--- src/rtl/mem_fill_sequencer_if.sv ---
// Control and write-bus signals between a fill sequencer and its controller/memory side.
// The sequencer connects through the slave modport; the controller side uses master.
interface mem_fill_sequencer_if #(
  parameter int unsigned ADDR_W = 12,
  parameter int unsigned DATA_W = 8
);
  logic              iTick;
  logic              iStart;
  logic              iStop;
  logic              iLoop;
  logic              iAck;
  logic [ADDR_W-1:0] oAddr;
  logic [DATA_W-1:0] oData;
  logic              oWe;
  logic              oBusy;
  logic              oDone;
  logic              oOverrun;

  modport master (
    output iTick, iStart, iStop, iLoop, iAck,
    input  oAddr, oData, oWe, oBusy, oDone, oOverrun
  );

  modport slave (
    input  iTick, iStart, iStop, iLoop, iAck,
    output oAddr, oData, oWe, oBusy, oDone, oOverrun
  );
endinterface

--- src/rtl/mem_fill_sequencer.sv ---
// Tick-paced frame-buffer fill: writes an address/data ramp one word per accepted
// tick, holding each write request until acknowledged, with optional wrap-around.
module mem_fill_sequencer #(
  parameter int unsigned ADDR_W    = 12,
  parameter int unsigned DATA_W    = 8,
  parameter int unsigned LAST_ADDR = 4095,
  parameter int unsigned DATA_INIT = 0,
  parameter int unsigned DATA_STEP = 1
) (
  input logic                  iClk,
  input logic                  iRst_n,
  mem_fill_sequencer_if.slave  bus
);

  typedef enum logic [1:0] {IDLE, ARMED, WRITE, DONE} state_t;

  state_t            state_q, state_n;
  logic [ADDR_W-1:0] addr_q, addr_n;
  logic [DATA_W-1:0] data_q, data_n;
  logic              we_q, we_n;
  logic              busy_q, busy_n;
  logic              done_q, done_n;
  logic              ovr_q, ovr_n;

  localparam logic [ADDR_W-1:0] LAST = ADDR_W'(LAST_ADDR);
  localparam logic [DATA_W-1:0] INIT = DATA_W'(DATA_INIT);
  localparam logic [DATA_W-1:0] STEP = DATA_W'(DATA_STEP);

  always_ff @(posedge iClk or negedge iRst_n) begin
    if (!iRst_n) begin
      state_q <= IDLE;
      addr_q  <= '0;
      data_q  <= INIT;
      we_q    <= 1'b0;
      busy_q  <= 1'b0;
      done_q  <= 1'b0;
      ovr_q   <= 1'b0;
    end else begin
      state_q <= state_n;
      addr_q  <= addr_n;
      data_q  <= data_n;
      we_q    <= we_n;
      busy_q  <= busy_n;
      done_q  <= done_n;
      ovr_q   <= ovr_n;
    end
  end

  // Status outputs are decoded from the next state so they register alongside it.
  always_comb begin
    state_n = state_q;
    addr_n  = addr_q;
    data_n  = data_q;
    ovr_n   = ovr_q;
    unique case (state_q)
      IDLE: begin
        if (bus.iStart) begin
          state_n = ARMED;
          addr_n  = '0;
          data_n  = INIT;
          ovr_n   = 1'b0;
        end
      end
      ARMED: begin
        if (bus.iStop)      state_n = IDLE;
        else if (bus.iTick) state_n = WRITE;
      end
      WRITE: begin
        if (bus.iStop) begin
          state_n = IDLE;
        end else begin
          if (bus.iTick) ovr_n = 1'b1;
          if (bus.iAck) begin
            if (addr_q != LAST) begin
              state_n = ARMED;
              addr_n  = addr_q + 1'b1;
              data_n  = data_q + STEP;
            end else if (bus.iLoop) begin
              state_n = ARMED;
              addr_n  = '0;
              data_n  = INIT;
            end else begin
              state_n = DONE;
            end
          end
        end
      end
      DONE: state_n = IDLE;
      default: state_n = IDLE;
    endcase
    we_n   = (state_n == WRITE);
    busy_n = (state_n == ARMED) || (state_n == WRITE);
    done_n = (state_n == DONE);
  end

  assign bus.oAddr    = addr_q;
  assign bus.oData    = data_q;
  assign bus.oWe      = we_q;
  assign bus.oBusy    = busy_q;
  assign bus.oDone    = done_q;
  assign bus.oOverrun = ovr_q;

endmodule

--- src/flat_wrapper.sv ---
// flat-port wrapper written by rule: the top's interface ports become plain ports
module mem_fill_sequencer_flat 
#(
  parameter int unsigned ADDR_W    = 12,
  parameter int unsigned DATA_W    = 8,
  parameter int unsigned LAST_ADDR = 4095,
  parameter int unsigned DATA_INIT = 0,
  parameter int unsigned DATA_STEP = 1
)
  (iClk, iRst_n, bus_iTick, bus_iStart, bus_iStop, bus_iLoop, bus_iAck, bus_oAddr, bus_oData, bus_oWe, bus_oBusy, bus_oDone, bus_oOverrun);
  mem_fill_sequencer_if #(.ADDR_W(ADDR_W), .DATA_W(DATA_W)) bus_i ();
  input logic iClk;
  input logic iRst_n;
  input wire logic [$bits(bus_i.iTick)-1:0] bus_iTick;
  input wire logic [$bits(bus_i.iStart)-1:0] bus_iStart;
  input wire logic [$bits(bus_i.iStop)-1:0] bus_iStop;
  input wire logic [$bits(bus_i.iLoop)-1:0] bus_iLoop;
  input wire logic [$bits(bus_i.iAck)-1:0] bus_iAck;
  output wire logic [$bits(bus_i.oAddr)-1:0] bus_oAddr;
  output wire logic [$bits(bus_i.oData)-1:0] bus_oData;
  output wire logic [$bits(bus_i.oWe)-1:0] bus_oWe;
  output wire logic [$bits(bus_i.oBusy)-1:0] bus_oBusy;
  output wire logic [$bits(bus_i.oDone)-1:0] bus_oDone;
  output wire logic [$bits(bus_i.oOverrun)-1:0] bus_oOverrun;
  assign bus_i.iTick = bus_iTick;
  assign bus_i.iStart = bus_iStart;
  assign bus_i.iStop = bus_iStop;
  assign bus_i.iLoop = bus_iLoop;
  assign bus_i.iAck = bus_iAck;
  assign bus_oAddr = bus_i.oAddr;
  assign bus_oData = bus_i.oData;
  assign bus_oWe = bus_i.oWe;
  assign bus_oBusy = bus_i.oBusy;
  assign bus_oDone = bus_i.oDone;
  assign bus_oOverrun = bus_i.oOverrun;
  mem_fill_sequencer #(.ADDR_W(ADDR_W), .DATA_W(DATA_W), .LAST_ADDR(LAST_ADDR), .DATA_INIT(DATA_INIT), .DATA_STEP(DATA_STEP)) u_core (.iClk(iClk), .iRst_n(iRst_n), .bus(bus_i));
endmodule
--- config.mk ---
export PLATFORM = sky130hd
export DESIGN_NAME = mem_fill_sequencer_flat
export DESIGN_NICKNAME = d
export VERILOG_FILES = /design/src/rtl/mem_fill_sequencer_if.sv /design/src/rtl/mem_fill_sequencer.sv /design/src/flat_wrapper.sv
export SDC_FILE = /design/constraint.sdc
export NUM_CORES = 1
export LEC_CHECK = 0
export ABC_CLOCK_PERIOD_IN_PS = 2000
export CAP_MARGIN = 15
export CORE_MARGIN = 3
export CORE_UTILIZATION = 30
export DETAILED_ROUTE_END_ITERATION = 7
export DONT_BUFFER_PORTS = 1
export HOLD_SLACK_MARGIN = 0.02
export SYNTH_ARGS = -nofsm -noshare
export SYNTH_HDL_FRONTEND = slang
export SYNTH_SLANG_ARGS = --single-unit
export TNS_END_PERCENT = 5
--- constraint.sdc ---
create_clock -name iClk -period 2 [get_ports iClk]
set_clock_uncertainty 0.05 [all_clocks]
set_input_delay 0.4 -clock iClk [delete_from_list [all_inputs] [get_ports iClk]]
set_output_delay 0.4 -clock iClk [all_outputs]
set_load 0.01 [all_outputs]
==> impl_metrics.ini, run 1 <==
; yosys + openroad results
[finish]
design_area_mm2 = 0.00156
mostFrequentLayoutCell = o21ai_0
fillers = 428
regArea_um2 = 652

[placed_design]
dp.cells = 205
gp_congestion = 0.844
place_area_mm2 = 0.00148

[setup_path]
cp-end-kind = flop
critPathMaxFanout = 5
arrival_ns = 1.91
r2r-start = u_core.bus.oAddr[5]
crit_required_ns = 2.10
crit_end = u_core.bus.oBusy

[grt]
grt_first_pass_wirelength_mm = 5.42
grt_max_degree = 27
grt_pass1_vias = 1135
grt_usage_pct = 12.7

[outcome]
status = finished, final reports clean

[timing]
setup_tns_ns = 0
rsz0062_at_grt = no
slew_headroom_pct = 56.0
hold_viol = 0
fmax_ghz = 0.555
hold_slack_ns = 0.136
setup_ws_ns = 0.199

[power]
powerClk_mw = 0.292
power_frac_comb_pct = 11.8
seqPwrFrac_pct = 58.2
maxPowerGroup = registers
total_power_mw = 0.975
pg_seq_mw = 0.567

[clocking]
ctsResizeCount = 0
cts_root_buffer = clkbuf_8
path_clk_slew_ns = 0.08
cts_tree = yes
cts_htree_levels = 1

[route]
wl_met2_mm = 1.51
drt_iter0_markers = 45

[logic_synthesis]
aoi_share_pct = 21.1
top_cells_by_area = dfrtp_1 48%, o21ai_0 9.6%, nor3_1 4.4%, nand2_1 4.4%, ha_1 3.7%
yosysChipArea_mm2 = 0.00136
edf_count = 0
ys_ff = 26
synth_simple_gate_area_share_pct = 22.5

[die]
rows = 23
die_width_um = 73.4
-- run 1: worst max-delay path, stage by stage, from the launching register on --
cell and delay (ns):
dfrtp_2 0.42, nand2_1 0.16, nor4_4 0.32, nand2b_1 0.08
a21o_1 0.19, a21oi_1 0.20, ha_1 0.26
-- run 1: sequential cells by signal, summed over array words and instances, names as in the netlist --
signal,flops
u_core.bus.oBusy,1
u_core.bus.oAddr,12
u_core.bus.oDone,1
u_core.bus.oOverrun,1
u_core.bus.oWe,1
u_core.bus.oData,8
u_core.state_q,2
-- run 1: layout make-up --
type                    instances  share of cell area (%)
flip-flops and latches         26                    41.7
multi-input cells             110                    41.6
repair buffers                 16                    8.88
well taps                      50                    4.00
clock buffers                   3                    2.64
inverters                       5                    1.20
Fig. 1: run 1, metal 1
The bar under the picture is 20 um long.
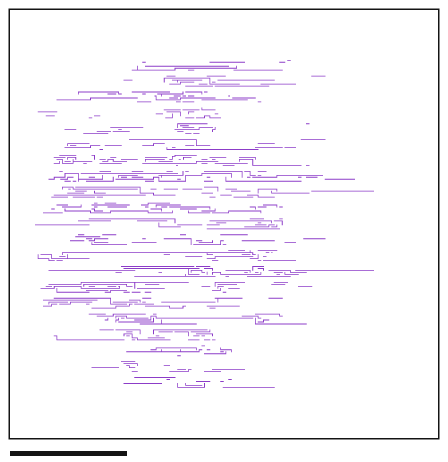
- main direction: horizontal
- longest straight run: 32.7 um
- wire length on this layer: 1490 um
- nets with wire on the layer: 163
- share of all routed wire: 46%
GR Util met1: 16.9%
Total Wirelength: 3.21 mm
vias after detailed routing: 1159

Fig. 2: run 1, met2 routing
The bar under the picture is 20 um long. Cells faint in the background.
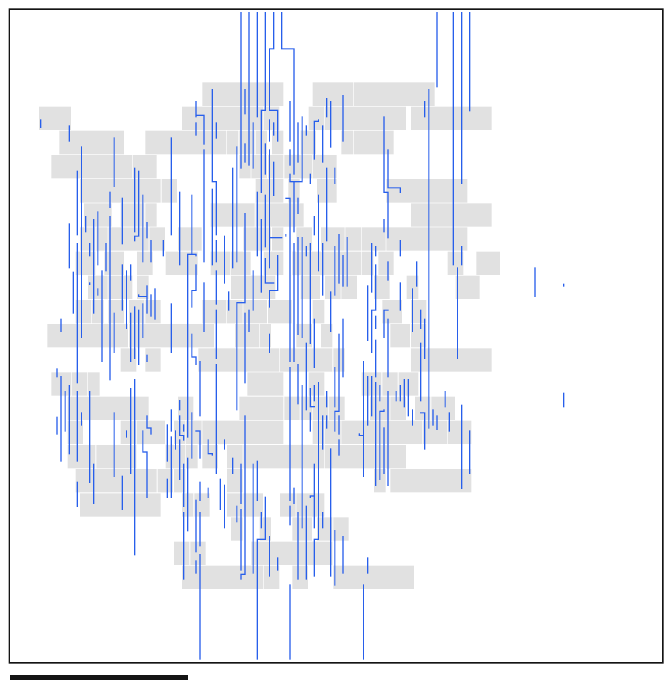
- nets with wire on the layer: 142
- main direction: vertical

Fig. 3: run 1, M3 wires
The bar under the picture is 20 um long. Cells faint in the background.
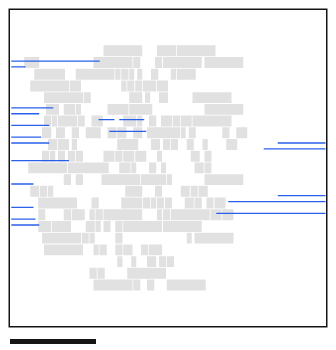
- longest straight run: 25.1 um
- wire length on this layer: 197 um
- nets with wire on the layer: 19
- main direction: horizontal
M3 GR Usage: 3.83%

Fig. 4: run 1, routing congestion map
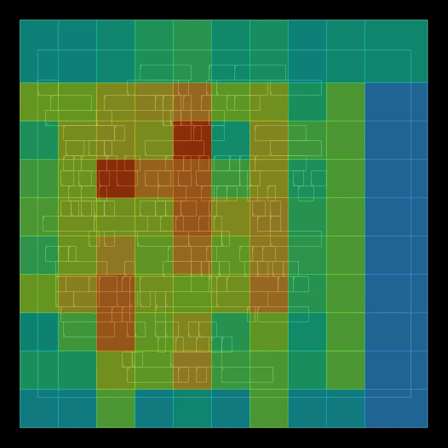

==> inputs of run 2 (changes only) <==
Settings changed: ABC_CLOCK_PERIOD_IN_PS 2000 to 2300, CELL_PAD_IN_SITES_DETAIL_PLACEMENT set to 1, CELL_PAD_IN_SITES_GLOBAL_PLACEMENT set to 1, PLACE_DENSITY_LB_ADDON set to 0.1.
Clock period 2 ns to 2.3 ns, I/O delays scaled along.
Fig. 5: run 2, routing congestion map
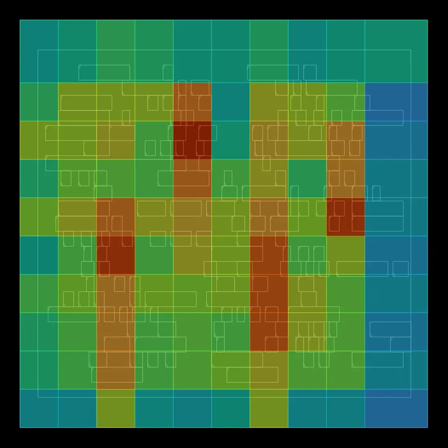
Layout Utilization: 36.1%
wire per inst: 17.4 um

==> impl_metrics.ini, run 2 <==
; yosys + openroad results
[outcome]
status = finished, final reports clean

[finish]
n_clock_buffer = 3
layout.area.top_class = sequential cells
seq-cell-share_pct = 42.9
regArea_um2 = 651
largest_reg_flops = 12
design_area_mm2 = 0.00152
sh_comb_area_pct = 42.5
clock_area_share_pct = 2.73
n_all_buffers = 11
flops = 26
inverters = 5

[setup_path]
crit_required_ns = 2.42
critPathSlowestCell = dfrtp_1
cp_num_buf_inv = 1
critPathMaxFanout = 21
crit_end = u_core.bus.oAddr[4]
arrival_ns = 2.09
r2r-start = u_core.bus.oAddr[0]
path_depth = 7

[timing]
setup_tns_ns = 0
fmax_ghz = 0.507
hold_viol = 0
setup_ws_ns = 0.328
hold_slack_ns = 0.201
rsz0062_at_grt = no

[logic_synthesis]
yosysChipArea_mm2 = 0.00136
ys_ff = 26
top_cells_by_area = dfrtp_1 48%, o21ai_0 9.6%, nor3_1 4.4%, nand2_1 4.4%, ha_1 3.7%
edf_count = 0

[power]
power_frac_comb_pct = 11.8
pg_seq_mw = 0.494
maxPowerGroup = registers
total_power_mw = 0.855

[route]
num_vias = 1162
drt_iter0_markers = 33

[grt]
grt_first_pass_wirelength_mm = 5.87
grt_pass1_vias = 1167

[clocking]
cts_tree = yes
path_clk_slew_ns = 0.10

[die]
die_width_um = 73.4
taps = 50
rows = 23

[placed_design]
place_area_mm2 = 0.00144
gp_congestion = 0.777
dp.cells = 200
Fig. 6: run 2, M3 wires
The bar under the picture is 20 um long. Cells faint in the background.
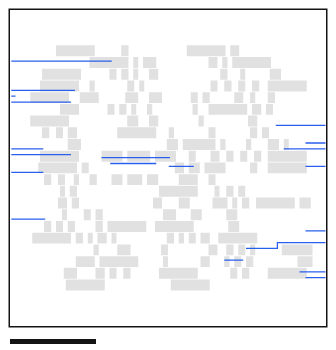
- main direction: horizontal
- share of all routed wire: 5.2%
- nets with wire on the layer: 18
- longest straight run: 23.0 um
- wire length on this layer: 186 um

run 2: cell families (layout without fill, tap and decap cells):
kind of cell / after synthesis / in the layout / synth area share (%)
and+or+nand+nor: 57 / 57 / 22.5
AOI/OAI and AO/OA: 49 / 49 / 21.1
DFF: 26 / 26 / 47.7
buffers and inverters: 10 / 19 / 4.96
adders and majority gates: 4 / 4 / 3.67
run 2: repair_timing:
item / CTS / global route
hold endpoints to repair: 26 / 0
setup endpoints to repair: 0 / 0
gates resized: 0 / 0
hold buffers: 2 / 0
buffers inserted: 0 / 0
run 2: per-layer routing:
layer	wire length (um)	global-route usage, %
met1	1570	16.1
met2	1790	24.1
met3	186	5.61
met4	23	2.62
met5	0	0
Fig. 7: run 2, metal 1
The bar under the picture is 20 um long.
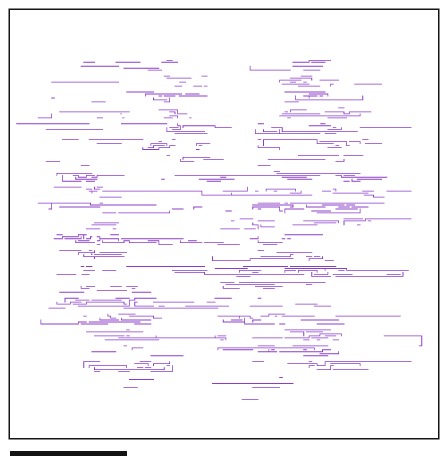

==> inputs of run 3 (changes only) <==
Settings changed: CAP_MARGIN 15 to 20, CORE_ASPECT_RATIO set to 1.25.
Fig. 8: run 3, metal 1
The bar under the picture is 20 um long.
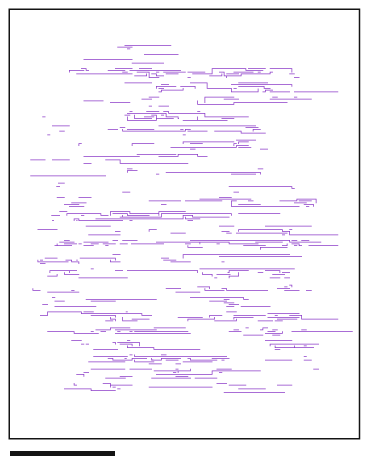
- wire length on this layer: 1560 um
- share of all routed wire: 44%
- main direction: horizontal
GR Util met1: 17.1%
Total Wirelength: 3.56 mm

==> impl_metrics.ini, run 3 <==
; yosys + openroad results
[placed_design]
dp.cells = 205
gp_congestion = 0.701
place_area_mm2 = 0.00144

[logic_synthesis]
edf_count = 0
fp_nets = 157
synth_simple_gate_area_share_pct = 22.5
postSynthSeqShare_pct = 47.8
fa_ha_area_share_pct = 3.67
ys_sh_xor_pct = 0
ys_ff = 26
top_cells_by_area = dfrtp_1 48%, o21ai_0 9.6%, nor3_1 4.4%, nand2_1 4.4%, ha_1 3.7%
topCombFamilyByArea = simple AND/OR/NAND/NOR gates
mux_area_share_pct = 0
yosysChipArea_mm2 = 0.00136
aoi_share_pct = 21.1

[finish]
logic_gates = 110
n_all_buffers = 10
n_clock_buffer = 4
sh_comb_area_pct = 42.1
seq-cell-share_pct = 42.6
layout.area.top_class = sequential cells
inverters = 5
design_area_mm2 = 0.00153
mi_logic_area_um2 = 644
flops = 26
clock_area_share_pct = 3.60
n_antenna_cell = 0
regArea_um2 = 651
bufAreaShareNonClock_pct = 5.89
largest_reg_flops = 12
area_delta_synth_final_pct = 12.2
final_cells = 211
nets = 167

[route]
drcViolationCount = 0
ant_nets = 0
routedWlPerCell_um = 16.9
num_vias = 1154
first_pass_iters = 4
drt_iter0_markers = 26

[timing]
setup_ws_ns = 0.348
rsz0062_at_grt = no
setup_viol_count_final = 0
setup_tns_ns = 0
fmax_ghz = 0.512
hold_slack_ns = 0.185
hold_viol = 0
maxSlewViolCount = 0

[setup_path]
arrival_ns = 2.10
cp-start-kind = flop
rrSetupSlack_ns = 0.35
critPathMaxFanout = 21
crit_end = u_core.bus.oAddr[8]
r2r-start = u_core.bus.oAddr[1]
crit_required_ns = 2.44

[clocking]
path_clk_slew_ns = 0.09
ctsResizeCount = 0
clock_sinks = 26
cts_tree = yes
post_cts_buffers = 0

[grt]
grt_first_pass_wirelength_mm = 6.15
grt_antenna_before_repair = 0
grt-ovfl-total = 0
grt_pass1_vias = 1277

[die]
fp-utilization_pct = 32.2
rows = 26
taps = 56
die_width_um = 66.3

[power]
intPower_mw = 0.661
power_frac_comb_pct = 11.1
maxPowerGroup = registers
pg_seq_mw = 0.494
p_leak_nw = 0.673
seqPwrFrac_pct = 55.0
powerClk_mw = 0.304
total_power_mw = 0.897
ir_drop_mv = 0.216

[outcome]
status = finished, final reports clean

[min_path]
min_path_type = input port to flop
Fig. 9: run 3, local utilization
7 x 8 tiles, from white (low) to dark blue (high), 0 to 100% covered.
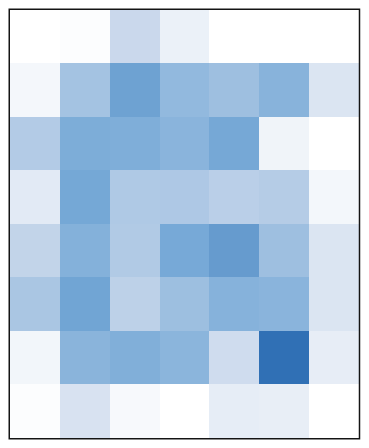
- nearly empty tiles: 16%
- densest ninth of the die: centre
- fullest tile: 74%
- mean over tiles: 27%
core footprint: 0.00423 mm^2
Layout Utilization: 36.2%

run 3: cell families (layout without fill, tap and decap cells):
logic type,after synthesis,count (layout)
DFF,26,26
AOI/OAI and AO/OA,49,49
and+or+nand+nor,57,57
adders and majority gates,4,4
buffers and inverters,10,19
run 3: layer usage:
metal,track usage [%],up-vias,wire (um)
met2,24.7,20,1780
met5,0,-,0
met3,4.70,2,193
met1,17.1,575,1560
li1,-,557,-
met4,4.88,0,23
run 3: critical path, stage by stage (launching register included):
cell and delay, ns:
dfrtp_1 0.37, ha_1 0.21, nand3_2 0.15, nor4_4 0.31
buf_4 0.27, a21o_4 0.28, o21ai_0 0.13, o21ai_0 0.09
run 3: what timing repair did:
action | in CTS | in global routing
hold endpoints to repair | 26 | 0
endpoints found under the setup margin | 0 | 0
hold buffers | 2 | 0
